<file path="src/rtl/count_display_driver.sv">
// Binary-to-BCD converter (sequential double-dabble) feeding a 3-digit
// multiplexed common-anode 7-segment display with optional leading-zero blanking.
module count_display_driver #(
   parameter int unsigned REFRESH_DIV   = 16,
   parameter bit          BLANK_LEADING = 1'b1
) (
   input  logic        clk,
   input  logic        rst_n,
   input  logic [7:0]  count,
   output logic [11:0] bcd,
   output logic        bcd_valid,
   output logic [2:0]  an,
   output logic [6:0]  seg
);

   localparam int unsigned REF_W = (REFRESH_DIV > 2) ? $clog2(REFRESH_DIV) : 1;
   localparam logic [REF_W-1:0] REF_LAST = REF_W'(REFRESH_DIV - 1);

   typedef enum logic [1:0] {
      IDLE,
      SHIFT,
      DONE
   } conv_state_t;

   conv_state_t  state;
   logic [7:0]   shreg;
   logic [11:0]  scratch;
   logic [11:0]  scratch_adj;
   logic [2:0]   iter;

   logic [REF_W-1:0] refresh_cnt;
   logic [1:0]       digit_idx;

   logic [3:0]  hundreds;
   logic [3:0]  tens;
   logic [3:0]  ones;
   logic [3:0]  digit_nib;
   logic [2:0]  an_sel;
   logic        slot_blank;

   function automatic logic [6:0] seg_decode(input logic [3:0] d);
      logic [6:0] s;
      case (d)
         4'd0:    s = 7'b1000000;
         4'd1:    s = 7'b1111001;
         4'd2:    s = 7'b0100100;
         4'd3:    s = 7'b0110000;
         4'd4:    s = 7'b0011001;
         4'd5:    s = 7'b0010010;
         4'd6:    s = 7'b0000010;
         4'd7:    s = 7'b1111000;
         4'd8:    s = 7'b0000000;
         4'd9:    s = 7'b0010000;
         default: s = 7'b1111111;
      endcase
      return s;
   endfunction

   // Add-3 correction on every scratch nibble >= 5, applied before each shift.
   always_comb begin
      scratch_adj = scratch;
      for (int unsigned i = 0; i < 3; i++) begin
         if (scratch[i*4 +: 4] >= 4'd5)
            scratch_adj[i*4 +: 4] = scratch[i*4 +: 4] + 4'd3;
      end
   end

   always_ff @(posedge clk or negedge rst_n) begin
      if (!rst_n) begin
         state     <= IDLE;
         shreg     <= '0;
         scratch   <= '0;
         iter      <= '0;
         bcd       <= '0;
         bcd_valid <= 1'b0;
      end else begin
         bcd_valid <= 1'b0;
         case (state)
            IDLE: begin
               shreg   <= count;
               scratch <= '0;
               iter    <= '0;
               state   <= SHIFT;
            end
            SHIFT: begin
               {scratch, shreg} <= {scratch_adj[10:0], shreg, 1'b0};
               iter <= iter + 3'd1;
               if (iter == 3'd7)
                  state <= DONE;
            end
            DONE: begin
               bcd       <= scratch;
               bcd_valid <= 1'b1;
               state     <= IDLE;
            end
            default: state <= IDLE;
         endcase
      end
   end

   always_ff @(posedge clk or negedge rst_n) begin
      if (!rst_n) begin
         refresh_cnt <= '0;
         digit_idx   <= '0;
      end else if (refresh_cnt == REF_LAST) begin
         refresh_cnt <= '0;
         digit_idx   <= (digit_idx == 2'd2) ? 2'd0 : digit_idx + 2'd1;
      end else begin
         refresh_cnt <= refresh_cnt + 1'b1;
      end
   end

   assign hundreds = bcd[11:8];
   assign tens     = bcd[7:4];
   assign ones     = bcd[3:0];

   // Display reads only the registered bcd, never the in-flight scratch.
   always_comb begin
      an_sel     = 3'b111;
      digit_nib  = ones;
      slot_blank = 1'b1;
      case (digit_idx)
         2'd0: begin
            an_sel     = 3'b110;
            digit_nib  = ones;
            slot_blank = 1'b0;
         end
         2'd1: begin
            an_sel     = 3'b101;
            digit_nib  = tens;
            slot_blank = BLANK_LEADING && (hundreds == 4'd0) && (tens == 4'd0);
         end
         2'd2: begin
            an_sel     = 3'b011;
            digit_nib  = hundreds;
            slot_blank = BLANK_LEADING && (hundreds == 4'd0);
         end
         default: begin
            an_sel     = 3'b111;
            digit_nib  = ones;
            slot_blank = 1'b1;
         end
      endcase
   end

   always_ff @(posedge clk or negedge rst_n) begin
      if (!rst_n) begin
         an  <= 3'b111;
         seg <= 7'b1111111;
      end else if (slot_blank) begin
         an  <= 3'b111;
         seg <= 7'b1111111;
      end else begin
         an  <= an_sel;
         seg <= seg_decode(digit_nib);
      end
   end

endmodule

</file>
<file path="config.mk">
export PLATFORM = sky130hd
export DESIGN_NAME = count_display_driver
export DESIGN_NICKNAME = d
export VERILOG_FILES = /design/src/rtl/count_display_driver.sv
export SDC_FILE = /design/constraint.sdc
export NUM_CORES = 1
export LEC_CHECK = 0
export ABC_AREA = 1
export CORE_UTILIZATION = 55
export DETAILED_ROUTE_END_ITERATION = 10
export PLACE_DENSITY = 0.91
export SYNTH_ARGS = -nofsm -noshare
export SYNTH_HDL_FRONTEND = slang
export SYNTH_SLANG_ARGS = --single-unit
</file>
<file path="constraint.sdc">
create_clock -name clk -period 2.7 [get_ports clk]
set_input_delay 0.54 -clock clk [delete_from_list [all_inputs] [get_ports clk]]
set_output_delay 0.54 -clock clk [all_outputs]
set_load 0.03 [all_outputs]
</file>
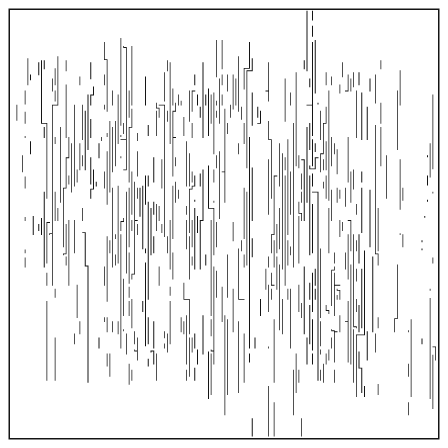
(run_1/layer_met2.png)
The wires run mostly vertical. The layer carries 2410 um of wire.
routed vias: 2068
Global Route met2 Usage: 0.372
WL final: 4.79 mm

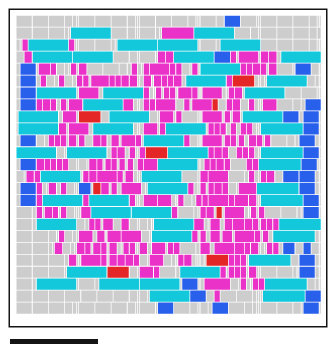
(run_1/placement_by_type.png)
Bar = 20 um. Fill, decap, tap and diode cells in gray.
flops: marked cyan, cells 54, share of their area 44%. combinational and other logic: marked magenta, cells 244, share of their area 42%. clock drivers and dummy loads: marked red, cells 8, share of their area 2.6%. other buffers and delay cells: marked blue, cells 34, share of their area 11%.
area of the core: 4720 um^2
final std cell area, no fill: 3150 um^2
number of rows in the core area: 25
share of the final layout cell area in sequential cells: 0.432

==> notes.md, run 1 <==
Implementation run completed; key figures follow.

Global routing:
- The run puts the initial antenna violation count at 0.
- The run puts the met3 usage at 0.0500.
- The run gives the global routing's busiest layer as met2.
- The total overflow left after global routing is 0.
- The run gives the via count of the first global-routing pass as 1923.

Logic synthesis:
- The run gives the area fraction in mux cells as 0.
- The commonest cells after synthesis are sky130_fd_sc_hd__nand2_1, sky130_fd_sc_hd__dfrtp_1, sky130_fd_sc_hd__inv_1, sky130_fd_sc_hd__nand3_1, sky130_fd_sc_hd__o21ai_0.
- Warnings reported by Yosys during synthesis add up to 0.
- The run gives the number of cell instances after yosys synthesis as between 300 and 400.
- The synthesis stat section lists a flop and latch total of 54.
- The run gives the area share of the largest cell type after synthesis as 0.409.
- The main area contributors are sky130_fd_sc_hd__dfrtp_1, sky130_fd_sc_hd__nand2_1, sky130_fd_sc_hd__dfstp_2, sky130_fd_sc_hd__ha_1, sky130_fd_sc_hd__nand3_1.
- Sorting the synthesis cell report by count puts at the top sky130_fd_sc_hd__nand2_1.

Final timing:
- The final timing report derives a shortest allowable period of 2.06 ns.
- The run gives the transition time at the pin with the least slew margin as 0.610 ns.
- The run gives the final tally of max-slew violations as 0.
- The final timing report gives a worst setup slack of 0.635 ns.
- In the final run the clock tree shows a worst skew of 0.00413 ns.
- The run puts the post-route setup TNS at 0 ns.
- The run puts the post-route fraction of the period consumed by the critical path at 0.765.
- Setup repair after global routing left no endpoint under its margin.

Finish:
- 0 antenna diodes ended up in the layout.
- Sequential cells placed in the final layout were counted as 54.
- Of the cells placed in the final design, the portion with a size suffix greater than 1 is 0.126.
- Leaving out the clock tree, the finished layout contains a buffer count of 34.
- The run gives the total area of multi-input combinational cells as about 1200 um^2.
- The run gives the synthesis-to-layout area growth as 17.3%.
- The largest registers in the layout are bcd: 12 flops, scratch: 12 flops, shreg: 8 flops.
- The run gives the area taken by flip-flops and latches as 1360 um^2.
- Of all the cell area in the finished design, non-clock buffers hold 0.105.
- The run gives the count of filler cells inserted in the layout as 379.
- The run gives the number of combinational gates with multiple inputs as 209.
- The layout report lists the clock-cell share of area as 0.0258.

Pwr:
- The switching component of the power was reported as 1.00 mW.
- The run puts the leakage power at 1.52 nW.
- The run gives the switching fraction of total power as 0.386.
- The run gives the sequential cell power as around 1.1 mW.
- The run puts the sequential power share at 0.433.
- The run puts the total power consumption of the routed design at 2.60 mW.
- The run puts the part of the power in combinational logic at 0.400.
- The internal power of the cells totals approximately 1.6 mW.
- Summed over all combinational cells, the power is 1.04 mW.

Floorplan:
- Pin placement for this block handled 33 I/O pins.
- The floorplan step defined a die boundary enclosing 5170 um^2.

Clock network:
- The run puts the clock-pin slew on the worst setup and hold paths at roughly 0.090 ns.
- Looking at the clock tree report, the root buffer type is sky130_fd_sc_hd__clkbuf_8.
- The run puts the number of buffers between clock root and the deepest sink at 2.
- The later pin in the worst-skew pair is clocked with a latency of 0.31 ns.
- TritonCTS built the clock tree.

Critical path:
- The run gives the cell class contributing the biggest share of worst-path delay as simple AND/OR/NAND/NOR gates.
- The largest individual stage delay along the critical path comes from the cell sky130_fd_sc_hd__dfrtp_1.
- The worst register-to-register path begins at digit_idx[0].
- Counting cells, the worst reg-to-reg path comes to 8.
- The run puts the maximum fanout along the worst path at 8.
- The run puts the number of cells on the critical path at 8.
- In this run the critical path is formed by inv_1, ha_1, or2_2, nand2_2, inv_1, ha_1, or2_1, nand2_1.
- The run gives the start point of the critical path as digit_idx[0].
- The run gives the capturing instance or port of the critical path as seg[1].

Routing:
- The post-route report lists met1 wire length as 2.13 mm.
- The run gives the tally of nets with antenna violations remaining after routing as 0.
- The run puts the met3 wire length at between 150 and 200 um.
- The run gives the detailed-route vias per instance as 5.08.
- In the routed design, unresolved DRC markers number 0.
- Once iteration 0 of detailed routing completed, the report listed 91 DRC markers.
- The run gives the highest routed metal layer as met4.

Job:
- The run gives the number of max-cap violations as 0.

Outcome:
- The run finished with clean final reports.

Hold path:
- The most critical min-delay path falls under in -> async.

Place:
- The run gives the worst slack after detailed placement as 0.662 ns.
- The placed instances occupy a cell area of 3070 um^2.
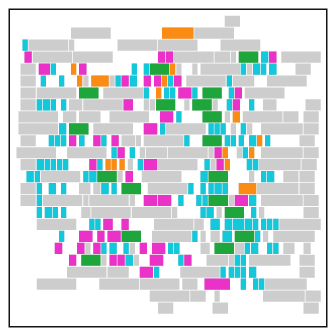
(run_1/logic_types.png)
NOR gates: marked orange, cells 16. inverting AOI/OAI gates: marked magenta, cells 45. adder and majority cells: marked green, cells 18. NAND gates: marked cyan, cells 122.
fraction of area in multi-input gates: 0.368
Cell Count, Final, Fillers Out: 407
most numerous logic cell after layout: sky130_fd_sc_hd__nand2_1

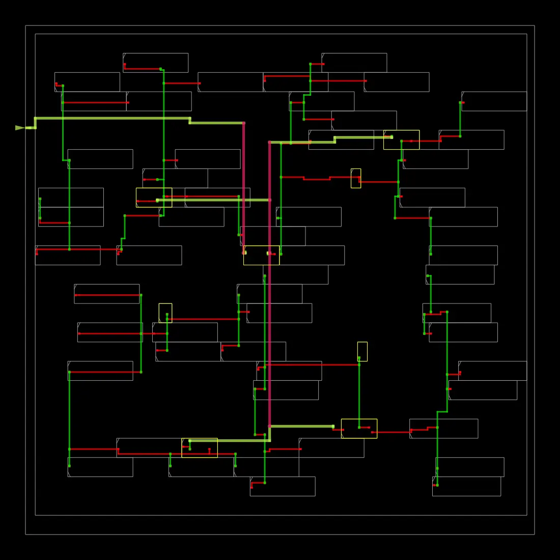
(run_1/clocks.png)
layout clock buffer count: 6
number of CTS-inserted buffers: 5
Clock Power: 0.435 mW
clock sink count: 54

==> run 1 -> run 2 <==
clock period = 1.9 ns   (was 2.7 ns; I/O delays follow)
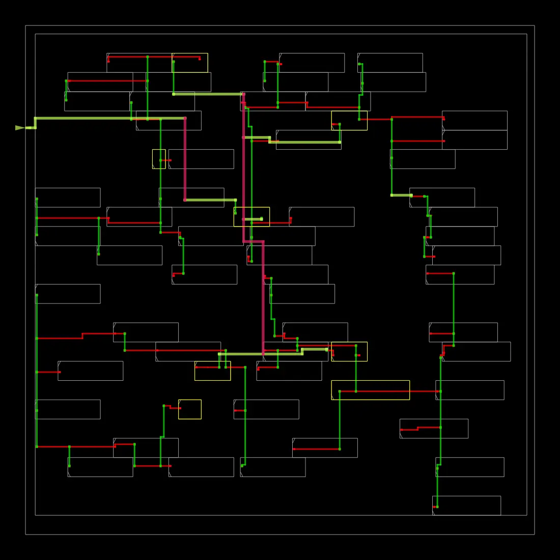
(run_2/clocks.png)
Max Clock Skew: 0.00647 ns
flop count: 54
layout clock buffer count: 5

==> run 2 against run 1 <==
Effect of this change:
- critical path depth shrank 7
- global-route usage increased by 0.38 points
- sequential cell count stayed put
- highest routed layer unchanged
==> notes.md, run 2 <==
Implementation run completed; key figures follow.

Critical path:
- The capture point of the worst register-to-register path is recorded as seg[1].
- STA classifies the critical path endpoint as a primary output.
- The launch point of the worst register-to-register path is recorded as digit_idx[1].
- Per STA, the worst path is made up of clkdlybuf4s50_1.
- Per STA, the endpoint of the critical path is an[2].
- Across all register-to-register paths, the minimum setup slack is about 0.05 ns.
- The worst setup path is of the reg -> out kind.
- The critical path endpoint has a required time of approximately 1.5 ns.
- The timing report shows that the slowest cell on the worst path is sky130_fd_sc_hd__clkdlybuf4s50_1.
- Broken down by cell family, the worst path's largest delay share belongs to buffers and inverters.
- The run gives the largest incremental delay on the critical path as 0.65 ns.
- STA classifies the critical path startpoint as a flip-flop.
- Together, buffers and inverters on the worst path number 1.
- The run gives the number of cells on the critical path as 1.
- According to the timing report, the critical path is launched from an[2].
- The run puts the number of cells on the worst reg-to-reg path at 8.
- The run gives the maximum fanout along the worst path as 1.

Logic synthesis:
- The area fraction of the largest cell type after synthesis is 0.409.
- In the synthesized netlist, the cells that appear most often are sky130_fd_sc_hd__nand2_1, sky130_fd_sc_hd__dfrtp_1, sky130_fd_sc_hd__inv_1, sky130_fd_sc_hd__nand3_1, sky130_fd_sc_hd__o21ai_0.
- The run gives the and-or/or-and share of the synthesized area as 0.113.
- The run gives the count of flip-flops with a built-in enable after synthesis as 0.
- The run gives the cell taking the most area after synthesis as sky130_fd_sc_hd__dfrtp_1.
- The run puts the number of cell instances after yosys synthesis at 302.
- The main area contributors are sky130_fd_sc_hd__dfrtp_1, sky130_fd_sc_hd__nand2_1, sky130_fd_sc_hd__dfstp_2, sky130_fd_sc_hd__ha_1, sky130_fd_sc_hd__nand3_1.
- The run gives the area fraction in mux cells as 0.
- The run gives the parity-gate share of the synthesized area counting xor and xnor cells as 0.00651.
- The synthesis report names the predominant flop master as sky130_fd_sc_hd__dfrtp_1.
- The run gives the share of flip-flops with an asynchronous set or reset after synthesis as 1.00.
- The run puts the synthesized instance count at just over 300.
- Yosys printed 0 warnings.
- The run gives the most numerous cell in the Yosys netlist as sky130_fd_sc_hd__nand2_1.
- At floorplan, the net count of the design was reported as 330.
- The run gives the flip-flop and latch count after synthesis as 54.
- The run puts the number of distinct library cells after synthesis at 28.
- Per the synthesis report, the simple-gate share of the synthesized area is 0.228.
- Post-synthesis, Yosys gives the total cell area as 2690 um^2.
- The run gives the area fraction in full adders, half adders and majority gates as 0.0838.
- The run gives the sequential fraction of the synthesis area as 0.507.
- The run gives the summed instance area of the synthesized netlist as roughly 2700 um^2.

Global routing:
- The run gives the global-route wire length before repair as 8.71 mm.
- Per the GRT log, the top usage layer is met2.
- The run puts the via count of the first global-routing pass at 2052.
- The run puts the met2 demand-to-capacity share in global routing at 0.395.
- The run gives the met3 usage as 0.0486.
- The run puts the total track usage at 0.216.
- The run gives the leftover overflow at the end of global routing as 0.
- The run puts the initial antenna violation count at 0.
- Entering global routing, the biggest net connects 25 pins.
- The run gives the met1 track utilization from global routing as 0.241.

Final timing:
- The run puts the final count of negative-setup-slack endpoints at 0.
- The run puts the final tally of max-slew violations at 0.
- Setup repair after global routing could not meet its margin everywhere.
- The run gives the transition time at the pin with the least slew margin as 0.497 ns.
- Hold-check failures listed in the final report amount to 0.
- The run gives the highest attainable clock frequency as 535 MHz.
- The run gives the final critical delay including setup and external delays as 1.87 ns.
- The worst path meets setup with between 0.03 and 0.04 ns of slack.
- Setup total negative slack on the finished layout was measured at 0 ns.
- The run puts the post-route fraction of the period consumed by the critical path at 0.983.

Finish:
- The run puts the non-clock buffering overhead in the final layout at 0.124.
- In the final layout, the share of cells above drive strength 1 is 0.162.
- The largest registers in the layout are bcd: 12 flops, scratch: 12 flops, shreg: 8 flops.
- The final layout contains ~370 nets.
- The count of cells in the finished layout, fillers not included, comes to around 410.
- The number of antenna diodes in the final layout is 0.
- The run gives the register fraction of the total cell area as 0.414.
- The run gives the total non-filler cell area in the finished layout as 3300 um^2.
- The biggest slice of the area belongs to registers.
- The run gives the number of buffers outside the clock class in the layout as 40.
- The run gives the count of non-CTS inverters in the layout as 35.
- By instance count after routing, the leading logic cell types are sky130_fd_sc_hd__nand2_1, sky130_fd_sc_hd__dfrtp_1, sky130_fd_sc_hd__inv_1.
- At the end of the flow the core is filled with cells to 0.698.
- The multi-input combinational cells in the finished layout cover a total of 1190 um^2.
- The run gives the fraction of area in multi-input gates as 0.362.
- The run gives the count of filler cells inserted in the layout as 367.
- The run puts the number of combinational gates with multiple inputs at 209.
- The run gives the synthesis-to-layout area growth as 22.6%.
- Per the cell usage report, the commonest logic cell in the layout is sky130_fd_sc_hd__nand2_1.
- The run gives the area taken by flip-flops and latches as 1360 um^2.
- The run puts the clock network area share at 0.0342.

Clock network:
- The run puts the count of clock tree sinks at 54.
- The run gives the post-CTS setup repair buffer count as 0.
- The run gives the count of H-tree levels built during CTS as 2.
- The run gives the TritonCTS buffer count as 5.
- The run gives the number of buffers between clock root and the deepest sink as 2.
- Once the clock tree was built, the resizer swapped 2 gates to a different size.
- The post-CTS hold buffer count recorded in the log is 0.
- The run gives the TritonCTS clock tree as built.
- The run puts the insertion delay at the late pin of the worst-skew pair at a little over 0.3 ns.
- The run gives the clock-pin slew on the worst setup and hold paths as approximately 0.10 ns.
- In this run the clock root is driven by a sky130_fd_sc_hd__clkbuf_8.

Pwr:
- The run puts the sequential cell power at 1.59 mW.
- The run gives the clock group total power as 0.777 mW.
- The run gives the switching fraction of total power as 0.377.
- The run gives the total power consumption of the routed design as 3.87 mW.
- The run puts the sequential power share at 0.411.
- The run puts the clock network power share at 0.201.
- The run gives the combinational power as 1.50 mW.
- The run puts the part of the power in combinational logic at 0.388.
- Per the summary, power density relative to cell area is 1170 nW/um^2.
- The run gives the leakage power as 1.64 nW.
- The worst-case IR drop observed on VDD is ~0.54 mV.
- The run gives the net switching power of the design as 1.46 mW.
- The internal portion of the total power is 2.41 mW.

Place:
- The run gives the weighted congestion reported at the end of routability-driven placement as 0.880.
- The pre-CTS setup check shows a worst slack of -0.00838 ns.
- The run gives the count of input and output buffers as 32.
- The run puts the HPWL after detailed placement at roughly 3.8 mm.
- The run puts the total instance count after detailed placement at 405.
- The run puts the placed cell area at around 3100 um^2.

Routing:
- After detailed routing, no signal wire sits above met4.
- The routed design uses approximately 230 um of met3 wire.
- The run gives the remaining routing DRC violations as 0.
- The run gives the total iterations of the first detailed-routing run as 5.
- The run puts the via total after detailed routing at about 2100.
- In this run, the number of DRC markers left after iteration 0 of detailed routing was 66.
- The run gives the detailed-route vias per instance as between 5 and 6.
- Per the detailed-route log, wirelength across all metal layers totals 5.12 mm.
- The run puts the wire length the detailed router placed on met1 at 2.04 mm.
- The run gives the routed length on met2 as around 2.7 mm.
- The run gives the tally of nets with antenna violations remaining after routing as 0.
- The routed design shows a wire length per standard cell of 12.4 um.

Floorplan:
- The flow inserted ~67 tap cells.
- The run gives the area of the placeable core as 4720 um^2.
- The initial utilization of the core area, before any placement, comes to 0.569.
- The run gives the standard-cell row count as 25.
- The overall die size recorded for this design is 5170 um^2.
- 33 I/O pins were placed.
- The die is 71.9 um wide.

Job:
- The run gives the number of max-cap violations as 0.

Hold path:
- STA reports the tightest min-delay check as being of type in -> async.

Outcome:
- The flow ran to the end, and the final reports show no timing, DRC or antenna violations.
==> run 2 -> run 3 <==
PLACE_DENSITY = 0.85   (was 0.91)
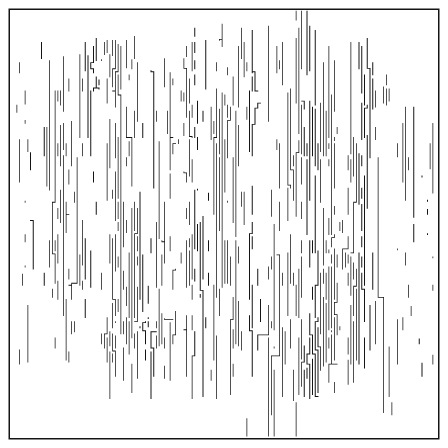
(run_3/layer_met2.png)
WL final: 5.09 mm
Global Route met2 Usage: 0.397
routed vias: 2109

==> run 3 against run 2 <==
Effect of this change:
- sequential cell count unchanged
- sequential power is essentially flat
- clock skew fell by 0.0028 ns
- synthesized cell count stayed put
- wire length shrank 0.47%
- total power decreased by 1.9%
- combinational power grew 3%
- largest power group unchanged
==> notes.md, run 3 <==
Implementation run completed; key figures follow.

Finish:
- The run gives the tally of non-filler cells in the final layout as about 420.
- The run gives the number of clock-tree buffers in the layout as 7.
- The run gives the utilization of the core after routing as 0.695.
- In the final layout, the registers with the most flip-flops are bcd: 12 flops, scratch: 12 flops, shreg: 8 flops.
- After routing the design area is 3280 um^2.
- The run puts the sequential cell count at between 50 and 60.
- Per the final report, the share of cell area in clock cells is 0.0278.
- The run gives the count of filler cells inserted in the layout as 371.
- In the final design, more cell area goes to registers than to any other class.
- The run gives the final-stage net count as 376.
- Ranking logic cells in the layout by count gives the top entries sky130_fd_sc_hd__nand2_1, sky130_fd_sc_hd__dfrtp_1, sky130_fd_sc_hd__inv_1.
- The number of multi-input combinational cells in the layout is 209.
- The run gives the total area of multi-input combinational cells as around 1200 um^2.
- The run gives the most instantiated logic cell after routing as sky130_fd_sc_hd__nand2_1.
- The sequential cells in the finished layout cover a total of 1360 um^2.
- The run gives the register fraction of the total cell area as 0.415.
- The run puts the fraction of area in multi-input gates at 0.362.
- The layout has 43 buffers outside the clock class.
- The run gives the non-clock buffering overhead in the final layout as 0.129.
- The run gives the count of non-CTS inverters in the layout as 35.
- The run gives the synthesis-to-layout area growth as 22.1%.
- The run gives the diode insertion count for antenna repair as 0.
- The run puts the fraction of layout cells with a size suffix above 1 at 0.166.

Pwr:
- The run puts the sequential cell power at 1.60 mW.
- The run puts the combinational power at 1.54 mW.
- The run puts the worst ir drop on vdd at 0.578 mV.
- The run puts the clock group total power at ~0.66 mW.
- The switching portion of total power comes to 0.386.
- The run gives the clock network power share as 0.173.
- The run gives the internal portion of total power as 2.33 mW.
- The run puts the power per cell area at 1160 nW/um^2.
- The run puts the part of the power in combinational logic at 0.405.
- Total power for the finished layout comes to 3.80 mW.
- The run puts the leakage power at 1.62 nW.
- The power report puts the net switching power at 1.47 mW.
- The run gives the sequential power share as 0.422.

Critical path:
- In this run the worst setup path terminates at seg[1].
- On the critical path, the stage with the largest delay is an instance of sky130_fd_sc_hd__clkdlybuf4s50_1.
- The run gives the number of cells on the critical path as 1.
- Among cell families on the critical path, the largest total delay comes from buffers and inverters.
- The OpenROAD report gives the critical path a required time of about 1.5 ns.
- The run gives the start point of the critical path as seg[1].
- The run puts the maximum fanout along the worst path at 1.
- The run puts the largest incremental delay on the critical path at between 0.6 and 0.7 ns.
- The critical path is of the reg -> out type.
- The run gives the number of cells on the worst reg-to-reg path as 8.
- Listed in order, past its start point the critical path passes clkdlybuf4s50_1.
- The run gives the kind of launch point of the worst setup path as a flip-flop.
- STA classifies the critical path endpoint as a primary output.
- The capture point of the worst register-to-register path is recorded as seg[1].
- The run puts the combined buffer and inverter count along the critical path at 1.
- The worst register-to-register path has a setup slack of 0.10 ns.
- STA lists the startpoint of the worst register-to-register path as digit_idx[0].
- The run puts the endpoint arrival time on the critical path at 1.48 ns.

Logic synthesis:
- After synthesis the cells add up to about 2700 um^2.
- The run gives the floorplan net count as about 330.
- Of the total synthesized cell area, the portion taken by AND-OR and OR-AND cells is 0.113.
- The run gives the dominant register cell in the synthesized netlist as sky130_fd_sc_hd__dfrtp_1.
- The run puts the number of distinct library cells after synthesis at 28.
- The most common cell in the synthesized netlist is sky130_fd_sc_hd__nand2_1.
- The run puts the parity-gate share of the synthesized area counting xor and xnor cells at 0.00651.
- The synthesis log from Yosys contains 0 warnings.
- The share of synthesized area in the top cell type comes to 0.409.
- Of the synthesized area, sequential elements account for 0.507.
- The run gives the total cell area reported by yosys after synthesis as around 2700 um^2.
- The run gives the area fraction in full adders, half adders and majority gates as 0.0838.
- The run puts the area share of and/or/nand/nor cells after synthesis at 0.228.
- The run puts the number of cell instances after yosys synthesis at 302.
- The run gives the share of flip-flops with an asynchronous set or reset after synthesis as 1.00.
- By count the netlist is led by sky130_fd_sc_hd__nand2_1, sky130_fd_sc_hd__dfrtp_1, sky130_fd_sc_hd__inv_1, sky130_fd_sc_hd__nand3_1, sky130_fd_sc_hd__o21ai_0.
- Per the synthesis report, the dominant area consumer among library cells is sky130_fd_sc_hd__dfrtp_1.
- The run gives the synthesized instance count as 302.
- Sorting the synthesized cells by area gives the leading types as sky130_fd_sc_hd__dfrtp_1, sky130_fd_sc_hd__nand2_1, sky130_fd_sc_hd__dfstp_2, sky130_fd_sc_hd__ha_1, sky130_fd_sc_hd__nand3_1.
- The run gives the count of flip-flops with a built-in enable after synthesis as 0.
- The portion of synthesized area spent on multiplexers is 0.
- The run puts the flip-flop and latch count after synthesis at roughly 54.

Clock network:
- The run puts the post-CTS setup repair buffer count at 1.
- The run gives the number of gates resized after CTS as 1.
- TritonCTS built the clock tree.
- The run gives the count of H-tree levels built during CTS as 2.
- The run puts the number of hold-repair buffers added at the cts stage at 0.
- The run puts the insertion delay at the late pin of the worst-skew pair at 0.31 ns.
- Counting every sink on the clock net gives 54.
- The run gives the root buffer cell as sky130_fd_sc_hd__clkbuf_8.
- The run puts the TritonCTS buffer count at 5.
- Clock-pin slew was measured on the worst setup and hold paths at 0.09 ns.
- The run gives the number of buffers between clock root and the deepest sink as 2.

Floorplan:
- At the floorplan stage, the core utilization is reported as 0.569.
- The run puts the horizontal die dimension at 71.9 um.
- The run gives the height of the die as approximately 72 um.
- The run puts the area of the placeable core at 4720 um^2.
- The run gives the number of tap cells inserted as around 67.
- The run puts the standard-cell row count at 25.
- In this run the count of I/O pins placed on the die edge is 33.
- The run gives the total die size as 5170 um^2.

Final timing:
- The run puts the setup skew after layout at 0.00368 ns.
- The final layout reports a setup TNS of 0 ns.
- The run gives the post-route fraction of the period consumed by the critical path as 0.982.
- The final timing report derives a shortest allowable period of roughly 1.9 ns.
- The run gives the highest attainable clock frequency as 536 MHz.
- The run puts the transition time at the pin with the least slew margin at 0.451 ns.
- The run gives the setup slack of the critical path after layout as 0.0351 ns.
- The run gives the number of hold violations in the final report as 0.
- Pins over their slew limit in the final report were tallied at 0.
- The run puts the final count of negative-setup-slack endpoints at 0.

Place:
- The detailed placer reported the number of placed instances as 405.
- Detailed placement finished with a half-perimeter wire length of 3.57 mm.
- The placement report lists the number of port buffers as 32.
- At the end of routability-driven placement, the weighted congestion stood at 0.872.
- The run gives the worst slack after detailed placement as -0.00398 ns.
- The placement stage leaves a total instance area of approximately 3100 um^2.

Global routing:
- The run puts the via count of the first global-routing pass at 1969.
- The run puts the leftover overflow at the end of global routing at 0.
- The run gives the global-route wire length before repair as 8.40 mm.
- The run gives the total track usage as 0.212.
- The run gives the met1 track utilization from global routing as 0.234.
- For this run, global-route usage on met3 was measured as 0.0417.
- The run puts the initial antenna violation count at 0.
- Looking at the global route congestion table, the highest-usage layer is met2.
- Entering global routing, the biggest net connects 55 pins.

Hold path:
- The min-delay analysis places its worst path in the category in -> async.

Routing:
- The run gives the average wire per cell in the routed design as 12.2 um.
- The run puts the wire length the detailed router placed on met1 at between 2 and 2.5 mm.
- The run gives the iteration-0 DRC count of the detailed router as 142.
- Detailed routing placed a total of about 2.7 mm of wire on met2.
- The run puts the detailed-route vias per instance at 5.07.
- After detailed routing, no signal wire sits above met4.
- The run gives the tally of nets with antenna violations remaining after routing as 0.
- The run puts the remaining routing DRC violations at 0.
- In the log, the iteration count for the first detailed-route pass is 4.
- The run puts the met3 wire length at 175 um.

Job:
- The tool flagged a number of max-cap violations equal to 0.
- The run gives the number of warnings in the stage logs as 36.

Outcome:
- The flow ran to the end, and the final reports show no timing, DRC or antenna violations.
Power and IR drop assume default switching activity.
